**src/rtl/pipe_stage_skid.sv**
```systemverilog
// pipe_stage_skid: valid/ready pipeline stage with a 2-entry skid buffer (main M = head, skid S = second), flush-to-NOP ctrl, occupancy and saturating bubble count; rst is synchronous active-low
module pipe_stage_skid #(
  parameter int DATA_W = 32,
  parameter int CTRL_W = 8,
  parameter int CNT_W  = 16
) (
  input  logic              clk,
  input  logic              rst,
  input  logic              stall,
  input  logic              flush,
  input  logic              cnt_clr,
  input  logic              in_valid,
  output logic              in_ready,
  input  logic [DATA_W-1:0] in_data,
  input  logic [CTRL_W-1:0] in_ctrl,
  output logic              out_valid,
  input  logic              out_ready,
  output logic [DATA_W-1:0] out_data,
  output logic [CTRL_W-1:0] out_ctrl,
  output logic [1:0]        occ,
  output logic [CNT_W-1:0]  bubble_cnt
);
  logic              m_v, s_v;
  logic [DATA_W-1:0] m_d, s_d;
  logic [CTRL_W-1:0] m_c, s_c;
  logic              in_fire, out_fire;
  assign in_ready  = rst & ~s_v & ~stall;
  assign out_valid = rst & m_v & ~stall;
  assign out_data  = m_d;
  assign out_ctrl  = out_valid ? m_c : '0;
  assign occ       = {1'b0, m_v} + {1'b0, s_v};
  assign in_fire   = in_valid & in_ready;
  assign out_fire  = out_valid & out_ready;
  always_ff @(posedge clk) begin
    if (!rst) begin
      m_v <= 1'b0;
      s_v <= 1'b0;
      m_d <= '0;
      s_d <= '0;
      m_c <= '0;
      s_c <= '0;
    end else if (flush) begin
      m_v <= 1'b0;
      s_v <= 1'b0;
      m_c <= '0;
      s_c <= '0;
    end else if (!stall) begin
      if (!m_v || out_fire) begin
        if (s_v) begin
          m_v <= 1'b1;
          m_d <= s_d;
          m_c <= s_c;
          s_v <= 1'b0;
        end else begin
          m_v <= in_fire;
          if (in_fire) begin
            m_d <= in_data;
            m_c <= in_ctrl;
          end
        end
      end else if (in_fire) begin
        s_v <= 1'b1;
        s_d <= in_data;
        s_c <= in_ctrl;
      end
    end
  end
  always_ff @(posedge clk) begin
    if (!rst || cnt_clr) bubble_cnt <= '0;
    else if (!stall && out_ready && !m_v && bubble_cnt != '1) bubble_cnt <= bubble_cnt + 1'b1;
  end
endmodule

```
**config.mk**
```make
export PLATFORM = sky130hd
export DESIGN_NAME = pipe_stage_skid
export DESIGN_NICKNAME = d
export VERILOG_FILES = /design/src/rtl/pipe_stage_skid.sv
export SDC_FILE = /design/constraint.sdc
export NUM_CORES = 1
export LEC_CHECK = 0
export CORE_MARGIN = 2
export CORE_UTILIZATION = 53
export DETAILED_ROUTE_END_ITERATION = 7
export PLACE_DENSITY = 0.89
export SYNTH_ARGS = -nofsm -noshare
export SYNTH_HDL_FRONTEND = slang
export SYNTH_SLANG_ARGS = --single-unit
```
**constraint.sdc**
```tcl
create_clock -name clk -period 2.6 [get_ports clk]
set_input_delay 0.26 -clock clk [delete_from_list [all_inputs] [get_ports clk]]
set_output_delay 0.26 -clock clk [all_outputs]
set_load 0.02 [all_outputs]
```
==> job_summary.md <==
## Implementation flow summary

| Metric | Value |
|---|---|
| Outcome | `complete, no violations` |
| WP buf/inv | `1` |
| GR Overflow Total | `0` |
| DR pass1 iterations | `4` |
| Die Area | `9035 um^2` |
| Worst path slowest cell | `clkdlybuf4s50_1` |
| Clock share of power | `38.2%` |
| Total setup buffers inserted after CTS | `0` |
| Hold bufs inserted after CTS | `0` |
| Internal Dissipation | `0.002255 W` |
| Signal buf overhead | `19.90%` |
| CTS tree | `built` |
| Hold Startpoint | `rst` |
| Tapcells | `105` |
| Clk cell area share | `4.011%` |
| Max layer used | `met4` |
| CP Capture Type | `primary output` |
| Final design utilization | `70.17%` |
| WS Path Type | `flop to primary output` |
| H-tree depth | `3` |
| Met2 WL post-DR | `5.193 mm` |
| Die W | `95.06 um` |
| #MultiIn Comb | `334` |
| Worst path max stage delay | `0.60 ns` |
| Top cells by area | `dfxtp_1 (45%), mux2i_1 (11%), nand2_1 (8.9%)` |
| Crit path launch type | `flop` |
| CTS Buffer Depth | `2` |
| Sw Share | `22.15%` |
| Non-CTS buffers | `115` |
| Clock Latency Late Sink | `0.36 ns` |
| Placed inst area | `5479 um^2` |
| Cells in synth_stat.txt | `471` |
| Setup violators final | `0` |
| HP Class | `input port to flop` |
| Placer Congestion | `0.8539` |
| Syn Nets | `520` |
| Area grow syn2layout | `29.90%` |
| Flip-flops | `98` |
| Worst-path clk slew | `0.08 ns` |
| Worst rel slew slack | `55.00%` |
| PwrDens | `507.5 nW/um^2` |
| Starting density of the core | `54.02%` |
| Worst-Margin Slew | `0.6698 ns` |
| Synthesized area per cell | `9.330 um^2` |
| Max Transition Viols Final | `0` |
| Top pwr grp | `sequential cells` |
| Row count | `33` |
| First-pass GRT wire length | `16.54 mm` |
| Fin worst setup slack | `0.3693 ns` |
| Sequential cell area | `1963 um^2` |
| Post-synth EDFFs | `0` |
| CP Launch Point | `m_v` |
| GRT Overall Usage | `23.31%` |
| Tool warnings | `26` |
| M2 GR Usage | `41.08%` |
| WL met3 | `640 um` |
| Most numerous cell in the Yosys netlist | `nand2_1` |
| Unique cell types | `54` |
| Maximum vdd ir drop | `291.4 uV` |
| Seq area share | `34.39%` |
| Inverter count | `2` |
| R2R Path Start | `s_v` |
| RSZ-0062 raised after global routing | `false` |
| Clock buffer count | `12` |
| Root cell of the clock tree | `clkbuf_8` |
| Multi-input combinational area share | `39.26%` |
| Number of global-route vias before repair | `3,630` |
| Seq/Total Area, Yosys | `44.65%` |
| Setup TNS Final | `0 ns` |
| Crit path DRT | `2.34 ns` |
| Fillers | `632` |
| Final Skew | `0.008610 ns` |
| Routed Wire Length | `10.26 mm` |
| Final instance area | `5708 um^2` |
| Final ANT Viol Nets | `0` |
| Top Usage Layer GRT | `met2` |
| Mapped Cells | `471` |
| # DRC | `0` |
| Synth area leader | `dfxtp_1` |
| Final nets | `609` |
kinds of logic (layout without fill, tap and decap cells):
family                   after synthesis  after routing  share of synthesized area (%)
AND-OR/OR-AND                        106            106                          19.28
multiplexers                          48             48                          10.93
AND/OR/NAND/NOR                      177            177                          20.02
buffers and inverters                 39            133                          4.356
flip-flops                            98             98                          44.65
adder cells (fa/ha/maj)                2              2                         0.5694
XOR/XNOR                               1              1                         0.1994
sequential cells by signal (all words and copies together), names as in the netlist:
| name | flops |
|---|---|
| m_v | 1 |
| out_data | 32 |
| s_d | 32 |
| bubble_cnt | 16 |
| s_c | 8 |
| s_v | 1 |
| m_c | 8 |
metrics by stage:
| step | std cells | hold slack (ns) | total power, W |
|---|---|---|---|
| 6_report | 670 | 0.3918 | 0.002897 |
| 5_1_grt | 670 | 0.3972 | 0.003002 |
| 4_1_cts | 670 | 0.3716 | 0.002919 |
| 3_5_place_dp | 654 | 0.4446 | 0.001825 |
| 3_3_place_gp | 654 | 0.4398 | 0.001819 |
| 2_1_floorplan | 471 | 0.3948 | 0.001690 |
worst register-to-register path, stage by stage, from the launching register on:
cell and delay (ns):
dfxtp_2 0.69, buf_4 0.43, and4bb_2 0.28, buf_4 0.24
nand2_1 0.12, a21boi_0 0.09
cells in the final DEF, fill, tap and decap left out, drive strengths merged, types with 3 or more instances in the layout:
master,instances
buf,10
or3,7
o21ai,8
o31ai,4
nand4,6
nand3,7
and2,8
a211oi,8
mux2i,48
o211a,32
a21oi,11
and4,4
or4,3
clkbuf,12
clkdlybuf4s50,105
a21boi,33
dfxtp,98
nand2,104
nor2,21
path summary, 6_finish.rpt:
path / to / slack (ns) / cells past startpoint
max: out_ctrl[3] / 0.37 / 3
min: m_v / 0.39 / 4
max reg2reg: s_d[4] / 0.64 / 5
min reg2reg: s_d[2] / 0.45 / 2
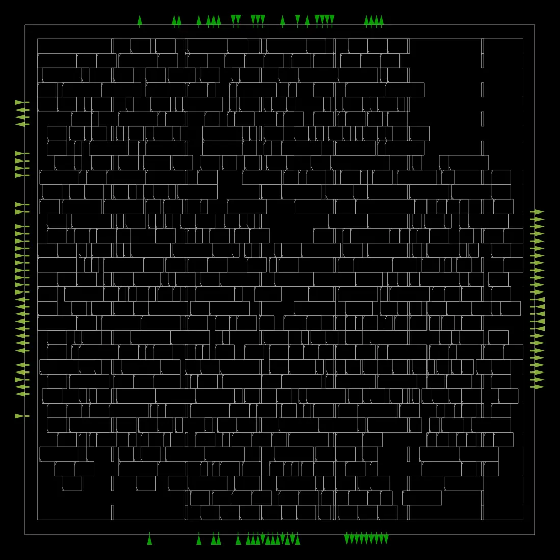
(cell placement)
Layout Cells excl Fill: 670
CORE AREA: 8134 um^2

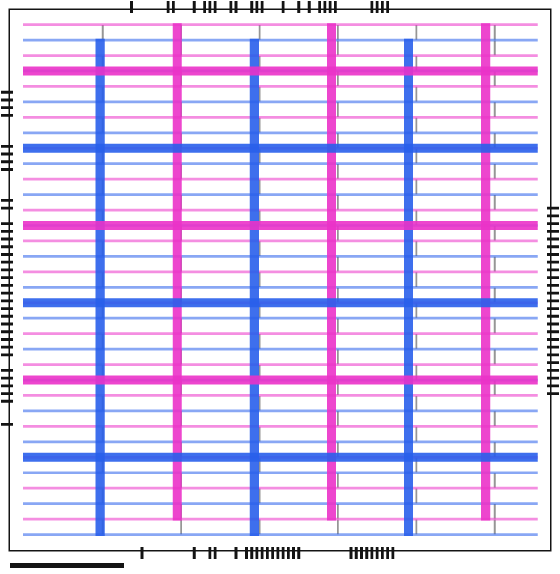
(power grid)
Bar = 20 um. Pins as bars on the die edge. Tap cells in gray.
| net | color |
|---|---|
| VSS | blue |
| VDD | magenta |
met5 straps: 6
rows: 33

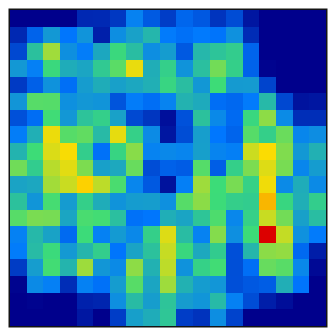
(wire density map)
The die is cut into 19 by 19 equal tiles; dark blue is low, red is high, scaled to the fullest tile. Values are wire area over tile area, all layers added.
nearly empty tiles: 12%
emptiest ninth of the die: top right
densest ninth of the die: left middle
mean over tiles: 0.18
tiles over half the peak: 19%
fullest tile: 0.56

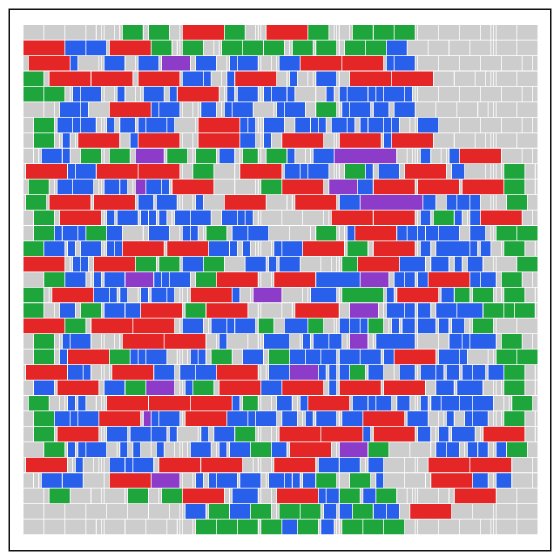
(placement by cell class)
Fill, decap, tap and diode cells in gray.
| class | color | cells |
|---|---|---|
| remaining buffers and delay cells | green | 115 |
| registers | red | 98 |
| clock drivers and dummy loads | purple | 16 |
| remaining logic cells | blue | 336 |

No activity file was given, so power comes from the tool's default toggle rates.
